File: src/rtl/ysyx_23060240_bus_pkg.sv
`default_nettype none
// ============================================================================
// Module : ysyx_23060240_bus_pkg
// Brief  : Shared encodings for the core memory-bus arbiter.
// Rev    : 1.0  initial release
// ============================================================================
package ysyx_23060240_bus_pkg;

    typedef enum logic [1:0] {
        ST_IDLE = 2'd0,
        ST_REQ  = 2'd1,
        ST_RESP = 2'd2,
        ST_ERR  = 2'd3
    } arb_state_e;

    localparam logic MID_IFU = 1'b0;
    localparam logic MID_LSU = 1'b1;

    localparam logic RSP_OK  = 1'b0;
    localparam logic RSP_ERR = 1'b1;

endpackage
`default_nettype wire

File: src/rtl/ysyx_23060240_rr_pick.sv
`default_nettype none
// ============================================================================
// Module : ysyx_23060240_rr_pick
// Brief  : Two-way round-robin pick; on a tie the master not served last wins.
// Rev    : 1.0  initial release
// ============================================================================
module ysyx_23060240_rr_pick
    import ysyx_23060240_bus_pkg::*;
(
    input  logic [1:0] req,
    input  logic       last,
    output logic       grant
);

    always_comb begin
        grant = MID_IFU;
        if (req == 2'b11) begin
            grant = ~last;
        end else if (req[1]) begin
            grant = MID_LSU;
        end
    end

endmodule
`default_nettype wire

File: src/rtl/ysyx_23060240_mem_arbiter.sv
`default_nettype none
// ============================================================================
// Module : ysyx_23060240_mem_arbiter
// Brief  : Shares one memory port between IFU (m0) and LSU (m1), one
//          outstanding transaction, with response timeout.
// Rev    : 1.0  initial release
// ============================================================================
module ysyx_23060240_mem_arbiter
    import ysyx_23060240_bus_pkg::*;
#(
    parameter int unsigned ADDR_W      = 32,
    parameter int unsigned DATA_W      = 32,
    parameter int unsigned TIMEOUT_CYC = 255
) (
    input  logic                clk,
    input  logic                rst,
    input  logic                m0_req_valid,
    output logic                m0_req_ready,
    input  logic [ADDR_W-1:0]   m0_req_addr,
    input  logic                m0_req_wen,
    input  logic [DATA_W-1:0]   m0_req_wdata,
    input  logic [DATA_W/8-1:0] m0_req_wstrb,
    output logic                m0_rsp_valid,
    input  logic                m0_rsp_ready,
    output logic [DATA_W-1:0]   m0_rsp_rdata,
    output logic                m0_rsp_err,
    input  logic                m1_req_valid,
    output logic                m1_req_ready,
    input  logic [ADDR_W-1:0]   m1_req_addr,
    input  logic                m1_req_wen,
    input  logic [DATA_W-1:0]   m1_req_wdata,
    input  logic [DATA_W/8-1:0] m1_req_wstrb,
    output logic                m1_rsp_valid,
    input  logic                m1_rsp_ready,
    output logic [DATA_W-1:0]   m1_rsp_rdata,
    output logic                m1_rsp_err,
    output logic                s_req_valid,
    input  logic                s_req_ready,
    output logic [ADDR_W-1:0]   s_req_addr,
    output logic                s_req_wen,
    output logic [DATA_W-1:0]   s_req_wdata,
    output logic [DATA_W/8-1:0] s_req_wstrb,
    input  logic                s_rsp_valid,
    output logic                s_rsp_ready,
    input  logic [DATA_W-1:0]   s_rsp_rdata,
    input  logic                s_rsp_err,
    output logic                busy,
    output logic                grant
);

    localparam int CNT_W = (TIMEOUT_CYC > 0) ? $clog2(TIMEOUT_CYC + 1) : 1;
    localparam logic [CNT_W-1:0] TO_MAX = CNT_W'(TIMEOUT_CYC);

    arb_state_e       state_q, state_d;
    logic             grant_q, grant_d;
    logic             last_q, last_d;
    logic             wen_q, wen_d;
    logic [CNT_W-1:0] to_cnt_q, to_cnt_d;
    logic [CNT_W-1:0] cnt_inc;
    logic             pick_id;

    logic                sel_req_valid;
    logic [ADDR_W-1:0]   sel_req_addr;
    logic                sel_req_wen;
    logic [DATA_W-1:0]   sel_req_wdata;
    logic [DATA_W/8-1:0] sel_req_wstrb;
    logic                sel_rsp_ready;
    logic                g_req_ready;
    logic                g_rsp_valid;
    logic [DATA_W-1:0]   g_rsp_rdata;
    logic                g_rsp_err;

    ysyx_23060240_rr_pick u_pick (
        .req   ({m1_req_valid, m0_req_valid}),
        .last  (last_q),
        .grant (pick_id)
    );

    always_comb begin
        sel_req_valid = grant_q ? m1_req_valid : m0_req_valid;
        sel_req_addr  = grant_q ? m1_req_addr  : m0_req_addr;
        sel_req_wen   = grant_q ? m1_req_wen   : m0_req_wen;
        sel_req_wdata = grant_q ? m1_req_wdata : m0_req_wdata;
        sel_req_wstrb = grant_q ? m1_req_wstrb : m0_req_wstrb;
        sel_rsp_ready = grant_q ? m1_rsp_ready : m0_rsp_ready;
    end

    always_comb begin
        state_d     = state_q;
        grant_d     = grant_q;
        last_d      = last_q;
        wen_d       = wen_q;
        to_cnt_d    = to_cnt_q;
        cnt_inc     = (to_cnt_q == TO_MAX) ? to_cnt_q : to_cnt_q + 1'b1;
        s_req_valid = 1'b0;
        s_req_addr  = '0;
        s_req_wen   = 1'b0;
        s_req_wdata = '0;
        s_req_wstrb = '0;
        s_rsp_ready = 1'b0;
        g_req_ready = 1'b0;
        g_rsp_valid = 1'b0;
        g_rsp_rdata = '0;
        g_rsp_err   = RSP_OK;
        case (state_q)
            ST_IDLE: begin
                // Stray responses arriving here are drained, never forwarded.
                s_rsp_ready = 1'b1;
                if (m0_req_valid || m1_req_valid) begin
                    grant_d = pick_id;
                    state_d = ST_REQ;
                end
            end
            ST_REQ: begin
                s_req_valid = sel_req_valid;
                s_req_addr  = sel_req_addr;
                s_req_wen   = sel_req_wen;
                s_req_wdata = sel_req_wdata;
                s_req_wstrb = sel_req_wstrb;
                g_req_ready = s_req_ready;
                if (sel_req_valid && s_req_ready) begin
                    state_d  = ST_RESP;
                    to_cnt_d = '0;
                    wen_d    = sel_req_wen;
                end else if (!sel_req_valid) begin
                    state_d = ST_IDLE;
                end
            end
            ST_RESP: begin
                g_rsp_valid = s_rsp_valid;
                g_rsp_err   = s_rsp_err;
                g_rsp_rdata = (wen_q || s_rsp_err) ? '0 : s_rsp_rdata;
                s_rsp_ready = sel_rsp_ready;
                if (s_rsp_valid && sel_rsp_ready) begin
                    state_d = ST_IDLE;
                    last_d  = grant_q;
                end else if (!s_rsp_valid && (TIMEOUT_CYC != 0)) begin
                    to_cnt_d = cnt_inc;
                    if (cnt_inc == TO_MAX) begin
                        state_d = ST_ERR;
                    end
                end
            end
            ST_ERR: begin
                g_rsp_valid = 1'b1;
                g_rsp_err   = RSP_ERR;
                if (sel_rsp_ready) begin
                    state_d = ST_IDLE;
                    last_d  = grant_q;
                end
            end
            default: state_d = ST_IDLE;
        endcase
    end

    always_ff @(posedge clk or negedge rst) begin
        if (!rst) begin
            state_q  <= ST_IDLE;
            grant_q  <= MID_IFU;
            last_q   <= MID_LSU;
            wen_q    <= 1'b0;
            to_cnt_q <= '0;
        end else begin
            state_q  <= state_d;
            grant_q  <= grant_d;
            last_q   <= last_d;
            wen_q    <= wen_d;
            to_cnt_q <= to_cnt_d;
        end
    end

    always_comb begin
        m0_req_ready = (grant_q == MID_IFU) && g_req_ready;
        m0_rsp_valid = (grant_q == MID_IFU) && g_rsp_valid;
        m0_rsp_err   = (grant_q == MID_IFU) && g_rsp_err;
        m0_rsp_rdata = (grant_q == MID_IFU) ? g_rsp_rdata : '0;
        m1_req_ready = (grant_q == MID_LSU) && g_req_ready;
        m1_rsp_valid = (grant_q == MID_LSU) && g_rsp_valid;
        m1_rsp_err   = (grant_q == MID_LSU) && g_rsp_err;
        m1_rsp_rdata = (grant_q == MID_LSU) ? g_rsp_rdata : '0;
    end

    assign busy  = (state_q != ST_IDLE);
    assign grant = grant_q;

endmodule
`default_nettype wire

File: config.mk
export PLATFORM = sky130hd
export DESIGN_NAME = ysyx_23060240_mem_arbiter
export DESIGN_NICKNAME = d
export VERILOG_FILES = /design/src/rtl/ysyx_23060240_bus_pkg.sv /design/src/rtl/ysyx_23060240_rr_pick.sv /design/src/rtl/ysyx_23060240_mem_arbiter.sv
export SDC_FILE = /design/constraint.sdc
export NUM_CORES = 1
export LEC_CHECK = 0
export CAP_MARGIN = 20
export CORE_AREA = 5 5 122 124
export CTS_BUF_LIST = sky130_fd_sc_hd__clkbuf_8 sky130_fd_sc_hd__clkbuf_16
export CTS_CLUSTER_SIZE = 28
export DETAILED_ROUTE_END_ITERATION = 7
export DIE_AREA = 0 0 127 129
export PLACE_DENSITY = 0.71
export SYNTH_ARGS = -nofsm -noshare
export SYNTH_HDL_FRONTEND = slang
export SYNTH_SLANG_ARGS = --single-unit
File: constraint.sdc
create_clock -name clk -period 1.7 [get_ports clk]
set_input_delay 0.34 -clock clk [delete_from_list [all_inputs] [get_ports clk]]
set_output_delay 0.34 -clock clk [all_outputs]
set_load 0.005 [all_outputs]
==> images/power_grid.png <==
Scale bar: 50 um. Pins as bars on the die edge.
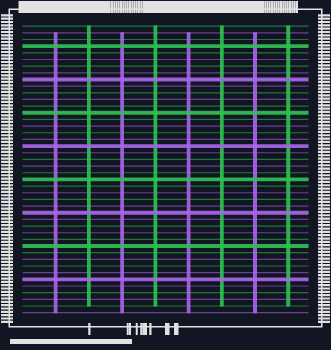
VDD: in green. VSS: in purple.
322 signal pins sit on the boundary. 8 straps on met4. 8 straps on met5. The core has 43 rows.
overall die width: 127 um
Die Y-Extent: 129 um
core box area: 0.0137 mm^2

==> images/placement_by_type.png <==
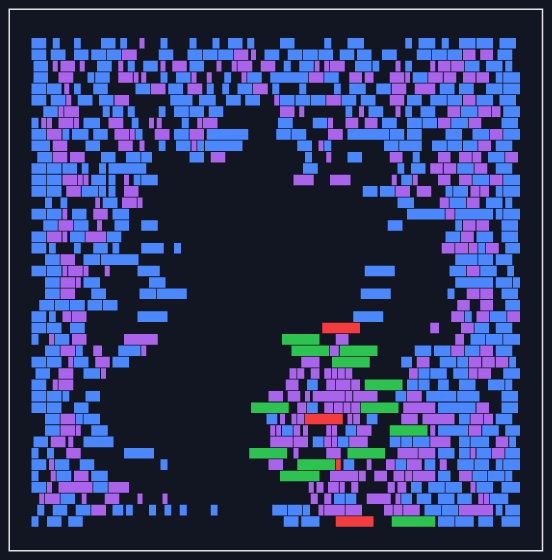
sequential cells: in green, cells 13, share of their area 5.0%. combinational and other logic: in purple, cells 289, share of their area 33%. remaining buffers and delay cells: in blue, cells 411, share of their area 60%. clock drivers and dummy loads: in red, cells 4, share of their area 1.2%.

==> images/clk_routes.png <==
Scale bar: 50 um.
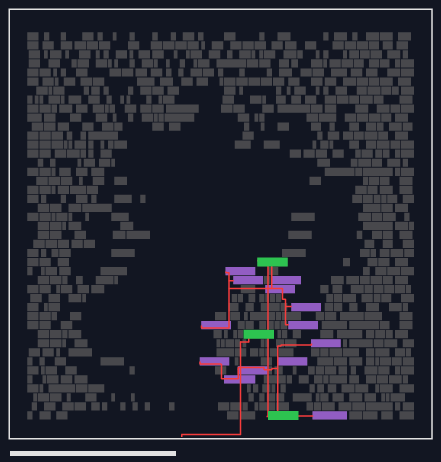
clock drivers: in green, count 3. clock wires: in red, length 247 um. flip-flops: in purple, count 13.
There are 4 routed clock nets.
clock group share of total power: 0.062
Worst Clk Skew: 0.00310 ns
Clock net power: 0.450 mW
Insertion Delay late pin: 0.25 ns

==> impl_results.html <==
<h2>Implementation results</h2>
<table>
<tr><th>Metric</th><th>Value</th></tr>
<tr><th colspan="2">Synth</th></tr>
<tr><td>Post-synth EDFFs</td><td>0</td></tr>
<tr><td>Seq share, synth</td><td>0.139</td></tr>
<tr><td>Yosys stat area</td><td>about 0.0024 mm^2</td></tr>
<tr><td>Most numerous cell types in the synthesized netlist</td><td>81 x nor2_1, 73 x mux2i_1, 65 x and2_1</td></tr>
<tr><td>Cell area after technology mapping</td><td>~0.0024 mm^2</td></tr>
<tr><td>Area share of the largest cell type after synthesis</td><td>0.310</td></tr>
<tr><td>Synth Warn #</td><td>0</td></tr>
<tr><td>Yosys cell count</td><td>approximately 330</td></tr>
<tr><td>Library cell occupying the most area in the post-synthesis netlist</td><td>mux2i_1</td></tr>
<tr><td>Async S/R FF share, synth</td><td>1.00</td></tr>
<tr><td>Number of synthesized register bits</td><td>13</td></tr>
<tr><td>Number of cells produced by synthesis</td><td>approximately 330</td></tr>
<tr><td>Synthesized area per cell</td><td>approximately 7.2 um^2</td></tr>
<tr><td>Leading cell type by number of instances after synthesis</td><td>nor2_1</td></tr>
<tr><td>Library cells used by synthesis</td><td>38</td></tr>
<tr><td>Main area contributors after synthesis</td><td>mux2i_1 31%, and2_1 17%, nor2_1 13%, dfrtp_1 13%, buf_2 2.6%</td></tr>
<tr><th colspan="2">Placed design</th></tr>
<tr><td>Area after detailed placement</td><td>around 0.006 mm^2</td></tr>
<tr><td>Placer Congestion</td><td>slightly below 0.9</td></tr>
<tr><td>Worst setup slack before clock tree synthesis</td><td>-0.666 ns</td></tr>
<tr><td>Number of instances in the placed design</td><td>about 840</td></tr>
<tr><td>Number of buffers inserted by port buffering</td><td>321</td></tr>
<tr><td>Final HPWL from detailed placement</td><td>~13 mm</td></tr>
<tr><th colspan="2">Pwr</th></tr>
<tr><td>Leakage component of the power</td><td>~3.5 nW</td></tr>
<tr><td>Overall Power</td><td>7.24 mW</td></tr>
<tr><td>IR Drop Worst-Case VDD</td><td>~580 uV</td></tr>
<tr><th colspan="2">Setup path</th></tr>
<tr><td>Worst-case register-to-register setup slack</td><td>-0.05 ns</td></tr>
<tr><td>Maximum fanout encountered on the critical timing path</td><td>8</td></tr>
<tr><td>Number of buffers and inverters on the critical path</td><td>5</td></tr>
<tr><td>Setup crit start</td><td>state_q[0]</td></tr>
<tr><td>Req. time, crit path</td><td>1.36 ns</td></tr>
<tr><td>Slowest cell on the critical path</td><td>dfrtp_1</td></tr>
<tr><td>Critical Path AT</td><td>slightly below 2 ns</td></tr>
<tr><td>Largest delay contributor family on the critical path</td><td>simple AND/OR/NAND/NOR gates</td></tr>
<tr><td>Critical setup path kind</td><td>flop to output port</td></tr>
<tr><td>Worst r2r dst</td><td>wen_q</td></tr>
<tr><td>Kind of start point of the critical path</td><td>flop</td></tr>
<tr><td>Largest stage delay on the critical path</td><td>between 0.3 and 0.4 ns</td></tr>
<tr><td>Reg-to-Reg Start</td><td>grant</td></tr>
<tr><td>Worst-path cell chain</td><td>or2b_4, buf_6, nor4_4, buf_4, buf_4, buf_12, and2_1, buf_2</td></tr>
<tr><td>Capturing element type of the critical path</td><td>output port</td></tr>
<tr><th colspan="2">STA</th></tr>
<tr><td>Final period util</td><td>1.36</td></tr>
<tr><td>Setup slack after layout</td><td>-0.607 ns</td></tr>
<tr><td>Total count of hold-check failures in the final report</td><td>0</td></tr>
<tr><td>Slew HR</td><td>0.773</td></tr>
<tr><td>Setup repair after global routing missed its margin</td><td>true</td></tr>
<tr><td>Final tally of setup violations</td><td>between 100 and 150</td></tr>
<tr><td>Worst-Margin Slew</td><td>0.340 ns</td></tr>
<tr><th colspan="2">Global route</th></tr>
<tr><td>Overall overflow remaining after global route</td><td>0</td></tr>
<tr><td>Antenna violations before repair</td><td>0</td></tr>
<tr><td>First-pass GRT wire length</td><td>20.9 mm</td></tr>
<tr><td>Pin count of the biggest net entering global routing</td><td>33</td></tr>
<tr><td>Via count of the first global-routing pass</td><td>~3,900</td></tr>
<tr><th colspan="2">Job</th></tr>
<tr><td>Number of maximum-capacitance constraint violations</td><td>0</td></tr>
<tr><th colspan="2">Hold path</th></tr>
<tr><td>Hold crit path type</td><td>input pin to asynchronous set/reset pin</td></tr>
<tr><th colspan="2">Final layout</th></tr>
<tr><td>Finished Core Util</td><td>0.502</td></tr>
<tr><td>Final layout net count</td><td>between 800 and 900</td></tr>
<tr><td>N_diodes</td><td>0</td></tr>
<tr><td>Area of combinational cells with multiple inputs</td><td>0.00220 mm^2</td></tr>
<tr><td>Flip-flop and latch area</td><td>between 300 and 400 um^2</td></tr>
<tr><td>Fraction of final layout cells with drive strength greater than 1</td><td>0.445</td></tr>
<tr><td>Synthesis-to-finish area growth</td><td>191%</td></tr>
<tr><th colspan="2">Clocking</th></tr>
<tr><td>Post-CTS clock slew at the launch and capture registers of the worst setup and hold paths</td><td>about 0.050 ns</td></tr>
<tr><td>H-tree depth</td><td>1</td></tr>
<tr><td>TritonCTS clock tree</td><td>done</td></tr>
<tr><th colspan="2">Route</th></tr>
<tr><td>Number of nets still failing antenna checks after routing</td><td>0</td></tr>
<tr><td>Vias per std cell</td><td>between 4 and 5</td></tr>
<tr><td>Number of search-and-repair iterations in the first detailed-routing pass</td><td>4</td></tr>
<tr><td>Total detailed-routing wirelength</td><td>16.9 mm</td></tr>
<tr><td>Remaining DRCs</td><td>0</td></tr>
<tr><td>Via Count</td><td>approximately 4,000</td></tr>
<tr><td>Drt first-iter violations</td><td>101</td></tr>
<tr><th colspan="2">Outcome</th></tr>
<tr><td>Result of the run</td><td>finished, violations left</td></tr>
<tr><td>Failing checks</td><td>setup timing</td></tr>
<tr><th colspan="2">Floorplan</th></tr>
<tr><td>Count of boundary I/O pins</td><td>322</td></tr>
<tr><td>Core utilization before placement</td><td>0.172</td></tr>
<tr><td>Row cnt</td><td>roughly 43</td></tr>
</table>
==> images/wires.png <==
Scale bar: 50 um.
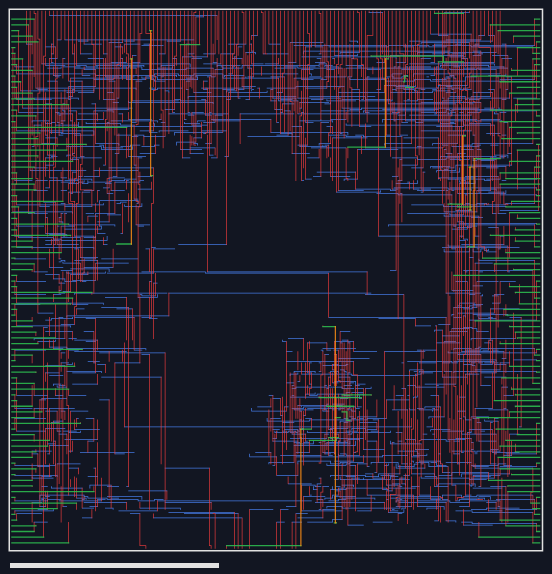
metal 3: in green, wire length 1,290 um. metal 4: in orange, wire length 222 um. metal 1: in blue, wire length 6,280 um. metal 2: in red, wire length 9,110 um.
GRT Resource Usage Total: 0.161
routed len/inst: 18.8 um

==> images/clocks.png <==
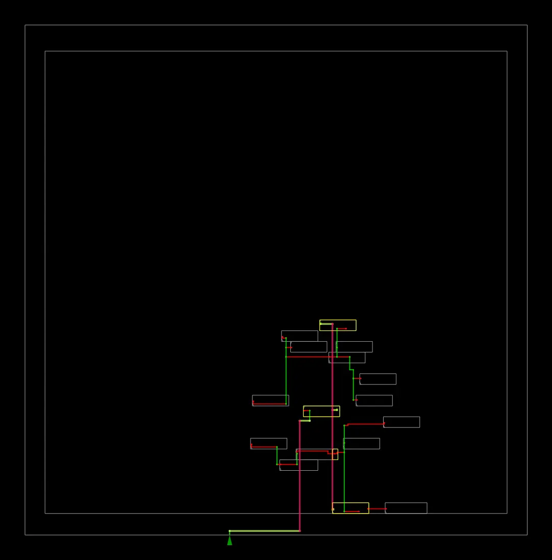
count of clock-net buffers in the final layout: 3
Clock Sink Count: 13
registers: 13
cts bufs inserted: 3

[layout make-up]
type | count | share of cell area
flip-flops and latches | 13 | 0.0482
clock buffers | 3 | 0.0109
repair buffers | 411 | 0.584
inverters | 3 | 0.00164
multi-input cells | 286 | 0.321
clock inverters | 1 | 0.000547
well taps | 180 | 0.0328
[power breakdown]
group	switching, mW	total (mW)	internal [mW]
combinational	2.62	6.29	3.68
sequential	0.0903	0.491	0.401
clock	0.139	0.450	0.311
total	2.85	7.24	4.39
[repair_timing]
item                       4_1_cts  5_1_grt
gates cloned                     1       10
setup buffers                    6       43
pin swaps                        3       70
setup endpoints to repair      144      152
gates resized                  252      439
[placed cells by master, fill, tap and decap left out, types with 2 or more instances in the layout]
master / count
clkdlybuf4s50_1: 176
buf_6: 84
nor2_1: 76
buf_2: 65
mux2i_1: 64
and2_4: 56
buf_4: 31
clkbuf_2: 21
clkbuf_16: 11
dfrtp_1: 11
and2_1: 9
buf_12: 9
a21oi_1: 8
nand2_1: 8
buf_8: 7
dlymetal6s2s_1: 7
mux2i_2: 6
nand3_1: 6
and3_1: 4
nor4_4: 3
mux2i_4: 3
nor2_2: 3
inv_1: 3
nand4_1: 3
nand2b_1: 3
nor2_4: 2
o21a_1: 2
nor2b_1: 2
and4_1: 2
nor3_1: 2
o21ai_0: 2
a31oi_1: 2
buf_16: 2
[layer usage]
| layer | global-route usage | vias up | share of wire | wire (um) |
|---|---|---|---|---|
| met5 | 0 | - | 0 | 0 |
| met4 | 0.0353 | 0 | 0.013 | 222 |
| met3 | 0.0403 | 17 | 0.076 | 1290 |
| met2 | 0.306 | 229 | 0.54 | 9110 |
| met1 | 0.179 | 1893 | 0.37 | 6280 |
| li1 | - | 1888 | - | - |
[cell families after synthesis]
group,Yosys count,synth area share
adders and majority gates,1,0.00532
xor gates and xnor gates,1,0.00372
buffers and inverters,29,0.0542
DFF,13,0.139
and+or+nand+nor,187,0.416
AOI/OAI and AO/OA,23,0.0665
muxes,74,0.315
[state kept, by name (all words and copies together) (netlist names)]
name / count
wen_q: 1
last_q: 1
grant: 1
state_q: 2
to_cnt_q: 8
[metrics by stage]
step	hold WS (ns)	TNS, ns
floorplan	0.0444	0
global placement	0.517	-59.68
detailed placement	0.529	-62.30
CTS	0.365	-54.36
global route	0.378	-57.32
finish	0.362	-50.47
[worst reg2reg max path, delay by kind of cell (launching register included)]
kind	cells	cell delay [ns]
AND-OR/OR-AND	1	0.21
multiplexers	1	0.25
buffers and inverters	5	0.61
AND/OR/NAND/NOR	1	0.07
flip-flops	1	0.50
[worst max-delay path by stage]
stage	to	depth (start not counted)
6_report	m0_rsp_rdata[27]	8
5_1_grt	m1_rsp_rdata[22]	7
4_1_cts	m0_rsp_rdata[14]	5
3_5_place_dp	m1_rsp_rdata[2]	5
3_3_place_gp	m0_rsp_rdata[31]	5
2_1_floorplan	m1_rsp_rdata[10]	5
No activity file was given, so power comes from the tool's default toggle rates.
